$ cat src/rtl/cfg_chain_pkg.sv
// Shared types and constants for the configuration chain driver and its phase timer.
// The readback capture path is enabled by defining CFG_CHAIN_READBACK_EN.
package cfg_chain_pkg;

    typedef enum logic [2:0] {
        ST_IDLE  = 3'd0,
        ST_LOAD  = 3'd1,
        ST_SETUP = 3'd2,
        ST_PH_A  = 3'd3,
        ST_GAP_A = 3'd4,
        ST_PH_B  = 3'd5,
        ST_GAP_B = 3'd6,
        ST_DONE  = 3'd7
    } state_t;

    typedef enum logic [2:0] {
        SEG_IDLE = 3'd0,
        SEG_A    = 3'd1,
        SEG_GA   = 3'd2,
        SEG_B    = 3'd3,
        SEG_GB   = 3'd4
    } seg_t;

    // Defaults shared with the tile-side latch timing documentation.
    localparam int DEF_WORD_W    = 32;
    localparam int DEF_CHAIN_LEN = 144;
    localparam int DEF_PHASE_CYC = 2;
    localparam int DEF_GAP_CYC   = 1;

    // Bits needed to hold the values 0..max_val inclusive.
    function automatic int cnt_w(input int max_val);
        return (max_val < 1) ? 1 : $clog2(max_val + 1);
    endfunction

    localparam int DEF_STEP_W = cnt_w(DEF_CHAIN_LEN);
    localparam int DEF_BIT_W  = cnt_w(DEF_WORD_W);

endpackage

$ cat src/rtl/cfg_phase_gen.sv
// Phase-pulse timer: on i_start produces phase_a, gap, phase_b, gap, with a
// combinational end-of-segment flag so the parent FSM can track it in lockstep.
module cfg_phase_gen
    import cfg_chain_pkg::*;
#(
    parameter int PHASE_CYC = DEF_PHASE_CYC,
    parameter int GAP_CYC   = DEF_GAP_CYC
) (
    input  logic CLK,
    input  logic resetn,
    input  logic i_start,
    output logic o_phase_a,
    output logic o_phase_b,
    output logic o_seg_last,
    output logic o_step_done
);

    localparam int CNT_W = cnt_w((PHASE_CYC > GAP_CYC) ? PHASE_CYC : GAP_CYC);
    localparam logic [CNT_W-1:0] PH_LAST  = CNT_W'(PHASE_CYC - 1);
    localparam logic [CNT_W-1:0] GAP_LAST = CNT_W'(GAP_CYC - 1);

    seg_t             r_seg, w_seg_nx;
    logic [CNT_W-1:0] r_cnt, w_cnt_nx;
    logic             w_seg_last;
    logic             r_phase_a, r_phase_b;

    // Last cycle of the active segment
    always_comb begin
        w_seg_last = 1'b0;
        case (r_seg)
            SEG_A, SEG_B:   w_seg_last = (r_cnt == PH_LAST);
            SEG_GA, SEG_GB: w_seg_last = (r_cnt == GAP_LAST);
            default:        w_seg_last = 1'b0;
        endcase
    end

    // Segment sequencing and in-segment cycle counting
    always_comb begin
        w_seg_nx = r_seg;
        w_cnt_nx = r_cnt + CNT_W'(1);
        if (r_seg == SEG_IDLE) begin
            w_cnt_nx = '0;
            if (i_start) begin
                w_seg_nx = SEG_A;
            end else begin
                w_seg_nx = SEG_IDLE;
            end
        end else if (w_seg_last) begin
            w_cnt_nx = '0;
            case (r_seg)
                SEG_A:   w_seg_nx = SEG_GA;
                SEG_GA:  w_seg_nx = SEG_B;
                SEG_B:   w_seg_nx = SEG_GB;
                default: w_seg_nx = SEG_IDLE;
            endcase
        end else begin
            w_seg_nx = r_seg;
        end
    end

    // Enables come straight from flops so they drop the instant reset asserts
    always_ff @(posedge CLK or negedge resetn) begin
        if (!resetn) begin
            r_seg     <= SEG_IDLE;
            r_cnt     <= '0;
            r_phase_a <= 1'b0;
            r_phase_b <= 1'b0;
        end else begin
            r_seg     <= w_seg_nx;
            r_cnt     <= w_cnt_nx;
            r_phase_a <= (w_seg_nx == SEG_A);
            r_phase_b <= (w_seg_nx == SEG_B);
        end
    end

    assign o_phase_a   = r_phase_a;
    assign o_phase_b   = r_phase_b;
    assign o_seg_last  = w_seg_last;
    assign o_step_done = w_seg_last && (r_seg == SEG_GB);

endmodule

$ cat src/rtl/cfg_chain_driver.sv
// Serialises configuration words MSB-first into the latch chain with two
// non-overlapping enables. Define CFG_CHAIN_READBACK_EN to add tail readback.
module cfg_chain_driver
    import cfg_chain_pkg::*;
#(
    parameter int WORD_W    = DEF_WORD_W,
    parameter int CHAIN_LEN = DEF_CHAIN_LEN,
    parameter int PHASE_CYC = DEF_PHASE_CYC,
    parameter int GAP_CYC   = DEF_GAP_CYC
) (
    input  logic              CLK,
    input  logic              resetn,
    input  logic [WORD_W-1:0] s_data,
    input  logic              s_valid,
    output logic              s_ready,
    output logic              cfg_data,
    output logic              cfg_phase_a,
    output logic              cfg_phase_b,
    output logic              busy,
    output logic              frame_done
`ifdef CFG_CHAIN_READBACK_EN
    ,
    input  logic              rb_in,
    output logic [WORD_W-1:0] rb_data,
    output logic              rb_valid
`endif
);

    localparam int STEP_W = cnt_w(CHAIN_LEN);
    localparam int BIT_W  = cnt_w(WORD_W);

    state_t              r_state, w_state_nx;
    logic [WORD_W-1:0]   r_shift, w_shift_nx;
    logic [STEP_W-1:0]   r_step, w_step_nx;
    logic [BIT_W-1:0]    r_bit, w_bit_nx;
    logic                r_cfg_data, w_cfg_data_nx;
    logic                r_ready, r_busy, r_done;
    logic                w_accept, w_start, w_seg_last, w_step_done;

    assign w_accept = s_valid && r_ready && ((r_state == ST_IDLE) || (r_state == ST_LOAD));
    assign w_start  = (r_state == ST_SETUP);

    cfg_phase_gen #(
        .PHASE_CYC (PHASE_CYC),
        .GAP_CYC   (GAP_CYC)
    ) u_phase_gen (
        .CLK         (CLK),
        .resetn      (resetn),
        .i_start     (w_start),
        .o_phase_a   (cfg_phase_a),
        .o_phase_b   (cfg_phase_b),
        .o_seg_last  (w_seg_last),
        .o_step_done (w_step_done)
    );

    // Frame sequencing; phase states follow the timer segment by segment
    always_comb begin
        w_state_nx    = r_state;
        w_shift_nx    = r_shift;
        w_step_nx     = r_step;
        w_bit_nx      = r_bit;
        w_cfg_data_nx = r_cfg_data;
        case (r_state)
            ST_IDLE, ST_LOAD: begin
                if (w_accept) begin
                    w_shift_nx    = s_data;
                    w_bit_nx      = '0;
                    w_cfg_data_nx = s_data[WORD_W-1];
                    w_state_nx    = ST_SETUP;
                    if (r_state == ST_IDLE) begin
                        w_step_nx = '0;
                    end else begin
                        w_step_nx = r_step;
                    end
                end else begin
                    w_state_nx = r_state;
                end
            end
            ST_SETUP: w_state_nx = ST_PH_A;
            ST_PH_A:  w_state_nx = w_seg_last ? ST_GAP_A : ST_PH_A;
            ST_GAP_A: w_state_nx = w_seg_last ? ST_PH_B : ST_GAP_A;
            ST_PH_B:  w_state_nx = w_seg_last ? ST_GAP_B : ST_PH_B;
            ST_GAP_B: begin
                if (w_step_done) begin
                    w_step_nx = r_step + STEP_W'(1);
                    w_bit_nx  = r_bit + BIT_W'(1);
                    if (w_step_nx == STEP_W'(CHAIN_LEN)) begin
                        w_state_nx = ST_DONE;
                    end else if (w_bit_nx == BIT_W'(WORD_W)) begin
                        w_state_nx = ST_LOAD;
                    end else begin
                        w_shift_nx    = r_shift << 1;
                        w_cfg_data_nx = w_shift_nx[WORD_W-1];
                        w_state_nx    = ST_SETUP;
                    end
                end else begin
                    w_state_nx = ST_GAP_B;
                end
            end
            ST_DONE:  w_state_nx = ST_IDLE;
            default:  w_state_nx = ST_IDLE;
        endcase
    end

    // State, datapath and outputs registered from the next state
    always_ff @(posedge CLK or negedge resetn) begin
        if (!resetn) begin
            r_state    <= ST_IDLE;
            r_shift    <= '0;
            r_step     <= '0;
            r_bit      <= '0;
            r_cfg_data <= 1'b0;
            r_ready    <= 1'b0;
            r_busy     <= 1'b0;
            r_done     <= 1'b0;
        end else begin
            r_state    <= w_state_nx;
            r_shift    <= w_shift_nx;
            r_step     <= w_step_nx;
            r_bit      <= w_bit_nx;
            r_cfg_data <= w_cfg_data_nx;
            r_ready    <= (w_state_nx == ST_IDLE) || (w_state_nx == ST_LOAD);
            r_busy     <= (w_state_nx != ST_IDLE) && (w_state_nx != ST_DONE);
            r_done     <= (w_state_nx == ST_DONE);
        end
    end

    assign s_ready    = r_ready;
    assign cfg_data   = r_cfg_data;
    assign busy       = r_busy;
    assign frame_done = r_done;

`ifdef CFG_CHAIN_READBACK_EN
    logic [WORD_W-1:0] r_cap, r_rb_data, w_cap_nx;
    logic [BIT_W-1:0]  r_rb_cnt, w_rb_cnt_nx;
    logic              r_rb_valid;

    assign w_cap_nx    = (r_cap << 1) | WORD_W'(rb_in);
    assign w_rb_cnt_nx = r_rb_cnt + BIT_W'(1);

    // One tail sample per completed step; flush on a full word or, left-aligned, at frame end
    always_ff @(posedge CLK or negedge resetn) begin
        if (!resetn) begin
            r_cap      <= '0;
            r_rb_cnt   <= '0;
            r_rb_data  <= '0;
            r_rb_valid <= 1'b0;
        end else begin
            r_rb_valid <= 1'b0;
            if (w_step_done) begin
                if (w_rb_cnt_nx == BIT_W'(WORD_W)) begin
                    r_rb_data  <= w_cap_nx;
                    r_rb_valid <= 1'b1;
                    r_cap      <= '0;
                    r_rb_cnt   <= '0;
                end else if (w_state_nx == ST_DONE) begin
                    r_rb_data  <= w_cap_nx << (BIT_W'(WORD_W) - w_rb_cnt_nx);
                    r_rb_valid <= 1'b1;
                    r_cap      <= '0;
                    r_rb_cnt   <= '0;
                end else begin
                    r_cap    <= w_cap_nx;
                    r_rb_cnt <= w_rb_cnt_nx;
                end
            end
        end
    end

    assign rb_data  = r_rb_data;
    assign rb_valid = r_rb_valid;
`endif

endmodule
$ cat config.mk
export PLATFORM = sky130hd
export DESIGN_NAME = cfg_chain_driver
export DESIGN_NICKNAME = d
export VERILOG_FILES = /design/src/rtl/cfg_chain_pkg.sv /design/src/rtl/cfg_phase_gen.sv /design/src/rtl/cfg_chain_driver.sv
export SDC_FILE = /design/constraint.sdc
export NUM_CORES = 1
export LEC_CHECK = 0
export CAP_MARGIN = 30
export CORE_ASPECT_RATIO = 1.25
export CORE_MARGIN = 2
export CORE_UTILIZATION = 55
export CTS_CLUSTER_SIZE = 10
export DETAILED_ROUTE_END_ITERATION = 8
export PLACE_DENSITY = 0.8
export RECOVER_POWER = 25
export SYNTH_ARGS = -nofsm -noshare
export SYNTH_HDL_FRONTEND = slang
export SYNTH_HIERARCHICAL = 1
export SYNTH_SLANG_ARGS = --single-unit
$ cat constraint.sdc
create_clock -name CLK -period 2.5 [get_ports CLK]
set_input_delay 0.25 -clock CLK [delete_from_list [all_inputs] [get_ports CLK]]
set_output_delay 0.25 -clock CLK [all_outputs]
set_load 0.05 [all_outputs]
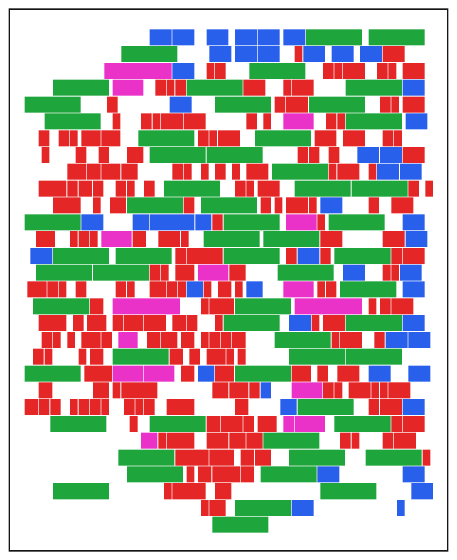
**Above:** cell classes on the final placement.
legend:
  remaining buffers and delay cells:
    color: blue
    cells: 49
    share_of_their_area: 13%
  clock drivers and dummy loads:
    color: magenta
    cells: 16
    share_of_their_area: 6.8%
  remaining logic cells:
    color: red
    cells: 227
    share_of_their_area: 40%
  registers:
    color: green
    cells: 59
    share_of_their_area: 41%
Seq area share: 0.396
area of the core: 5410 µm²
cell row count: 30
area of all placed cells without fillers: 3720 µm²
final core area utilization: 0.689

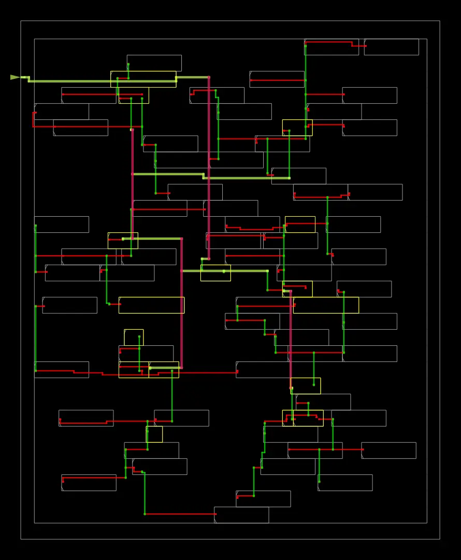
**Above:** clock routing.
Num Clock Sinks: 59
tally of clock buffers in the finished layout: 10

==> notes.md <==
Observations from the implementation run.

Outcome:
- The flow ran to the end, and the final reports show no timing, DRC or antenna violations.

Power:
- The share of total power dissipated in sequential elements is 0.451.
- The run puts the clock share of power at 0.507.
- The run puts the power consumption at 2.12 mW.
- The analysis attributes to net switching a power of 0.416 mW.
- The run gives the power density of the placed cells as between 500 and 600 nW/µm².
- The run gives the leakage power as about 1.8 nW.
- The combinational power reported by the tool is roughly 0.090 mW.
- Per report_power, the top consumer among the power groups is the clock network.
- The run gives the cell-internal power as about 1.7 mW.

Critical path:
- On the critical path, the stage with the largest delay is an instance of sky130_fd_sc_hd__dfrtp_1.
- The run gives the data arrival time of the critical path as about 2.5 ns.

Finish:
- The library cells used most frequently in the layout, excluding fill and tap cells, are sky130_fd_sc_hd__dfrtp_1, sky130_fd_sc_hd__nor2_1, sky130_fd_sc_hd__clkdlybuf4s50_1, sky130_fd_sc_hd__a21oi_1, sky130_fd_sc_hd__mux2i_1.
- The layout has about 420 filler cells.
- The run gives the signed area change from the synthesized netlist to the final layout as 21.8%.

Hold path:
- According to the hold report, the worst path is of the flip-flop to flip-flop type.

Placement:
- The number of placed instances, taps included, is 398.

Job:
- The run gives the max-cap violation count as 0.

Timing:
- Timing would allow up to between 400 and 500 MHz.
- Setup repair after global routing left no endpoint under its margin.
- Setup slack closes at ~0.25 ns.
- The worst path needs approximately 2.2 ns of the cycle, external delays included.
- The run puts the post-route worst hold slack at around 0.47 ns.

Clocking:
- The registers of the reported paths see a clock transition of 0.07 ns.
- CTS reports a maximum clock tree buffer depth of 2.

Route:
- In the post-route report, total wirelength is listed as roughly 5700 µm.
- The run puts the tally of nets with antenna violations remaining after routing at 0.
- The run puts the total iterations of the first detailed-routing run at 5.

Yosys:
- The run gives the area share of the largest cell type after synthesis as 0.483.
- Of all cell types, the one taking the most synthesized area is sky130_fd_sc_hd__dfrtp_1.
- When the netlist entered floorplanning its net count stood at 344.

Floorplan:
- In this run the count of I/O pins placed on the die edge is 41.
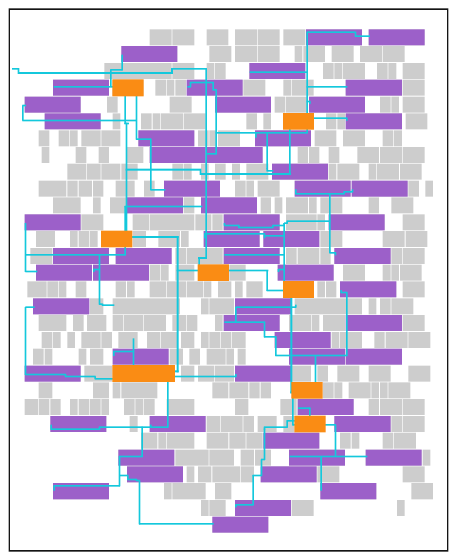
**Above:** clock distribution.
legend:
  clock wires:
    color: cyan
    length: 754 µm
  clock-net drivers:
    color: orange
    count: 9
  flip-flops:
    color: purple
    count: 59
routed clock nets: 10

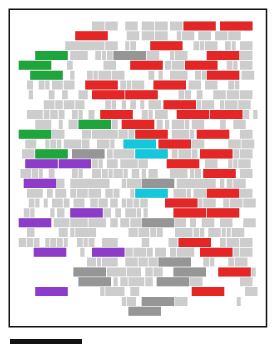
**Above:** sequential cells colored by netlist name.
Scale bar: 20 µm. Other sequential cells in the stronger gray, the rest of the logic in the fainter gray.
legend:
  `r_state`:
    color: cyan
    flops: 3
  `r_shift`:
    color: red
    flops: 31
  `r_step`:
    color: purple
    flops: 8
  `r_bit`:
    color: green
    flops: 6
not colored: 11

-- layer usage --
| layer | global-route usage | vias up | routed length, µm |
|---|---|---|---|
| met5 | 0 | - | 0 |
| met4 | 0.108 | 0 | 87 |
| met3 | 0.0394 | 10 | 317 |
| met2 | 0.316 | 51 | 2780 |
| met1 | 0.257 | 1085 | 2490 |
| li1 | - | 1146 | - |
-- registers in the layout (all words and copies together) (netlist names) --
| signal | flops |
|---|---|
| r_state | 3 |
| u_phase_gen/o_phase_b | 1 |
| r_step | 8 |
| cfg_data | 1 |
| r_shift | 31 |
| u_phase_gen/r_cnt | 2 |
| s_ready | 1 |
| u_phase_gen/r_seg | 3 |
| busy | 1 |
| u_phase_gen/o_phase_a | 1 |
| r_bit | 6 |
| frame_done | 1 |
-- layout make-up --
type                       count  area (µm²)  share of cell area
clock buffer                  10         138              0.0369
clock inverter                 6         111              0.0299
inverter                       6        22.5             0.00605
multi-input combinational    221        1420               0.382
sequential                    59        1480               0.396
tap                           64        80.1              0.0215
timing repair buffer          49         474               0.127
-- timing repair --
item | CTS | global route
hold endpoints to repair | 16 | 0
resized | 0 | 1
hold buffers | 1 | 0
endpoints found under the setup margin | 0 | 1
-- path summary, 6_finish.rpt --
| path | from | end | slack (ns) | depth (start not counted) |
|---|---|---|---|---|
| setup / recovery | u_phase_gen/r_cnt[0] | busy | 0.25 | 10 |
| hold / removal | u_phase_gen/r_cnt[0] | u_phase_gen/r_cnt[0] | 0.47 | 1 |
| setup reg to reg | u_phase_gen/r_cnt[0] | busy | 0.25 | 10 |
| hold reg to reg | u_phase_gen/r_cnt[0] | u_phase_gen/r_cnt[0] | 0.47 | 1 |
| max in group asynchronous | resetn | r_shift[17] | 0.86 | 3 |
| min in group asynchronous | resetn | r_shift[8] | 0.61 | 2 |
No activity file was given, so power comes from the tool's default toggle rates.
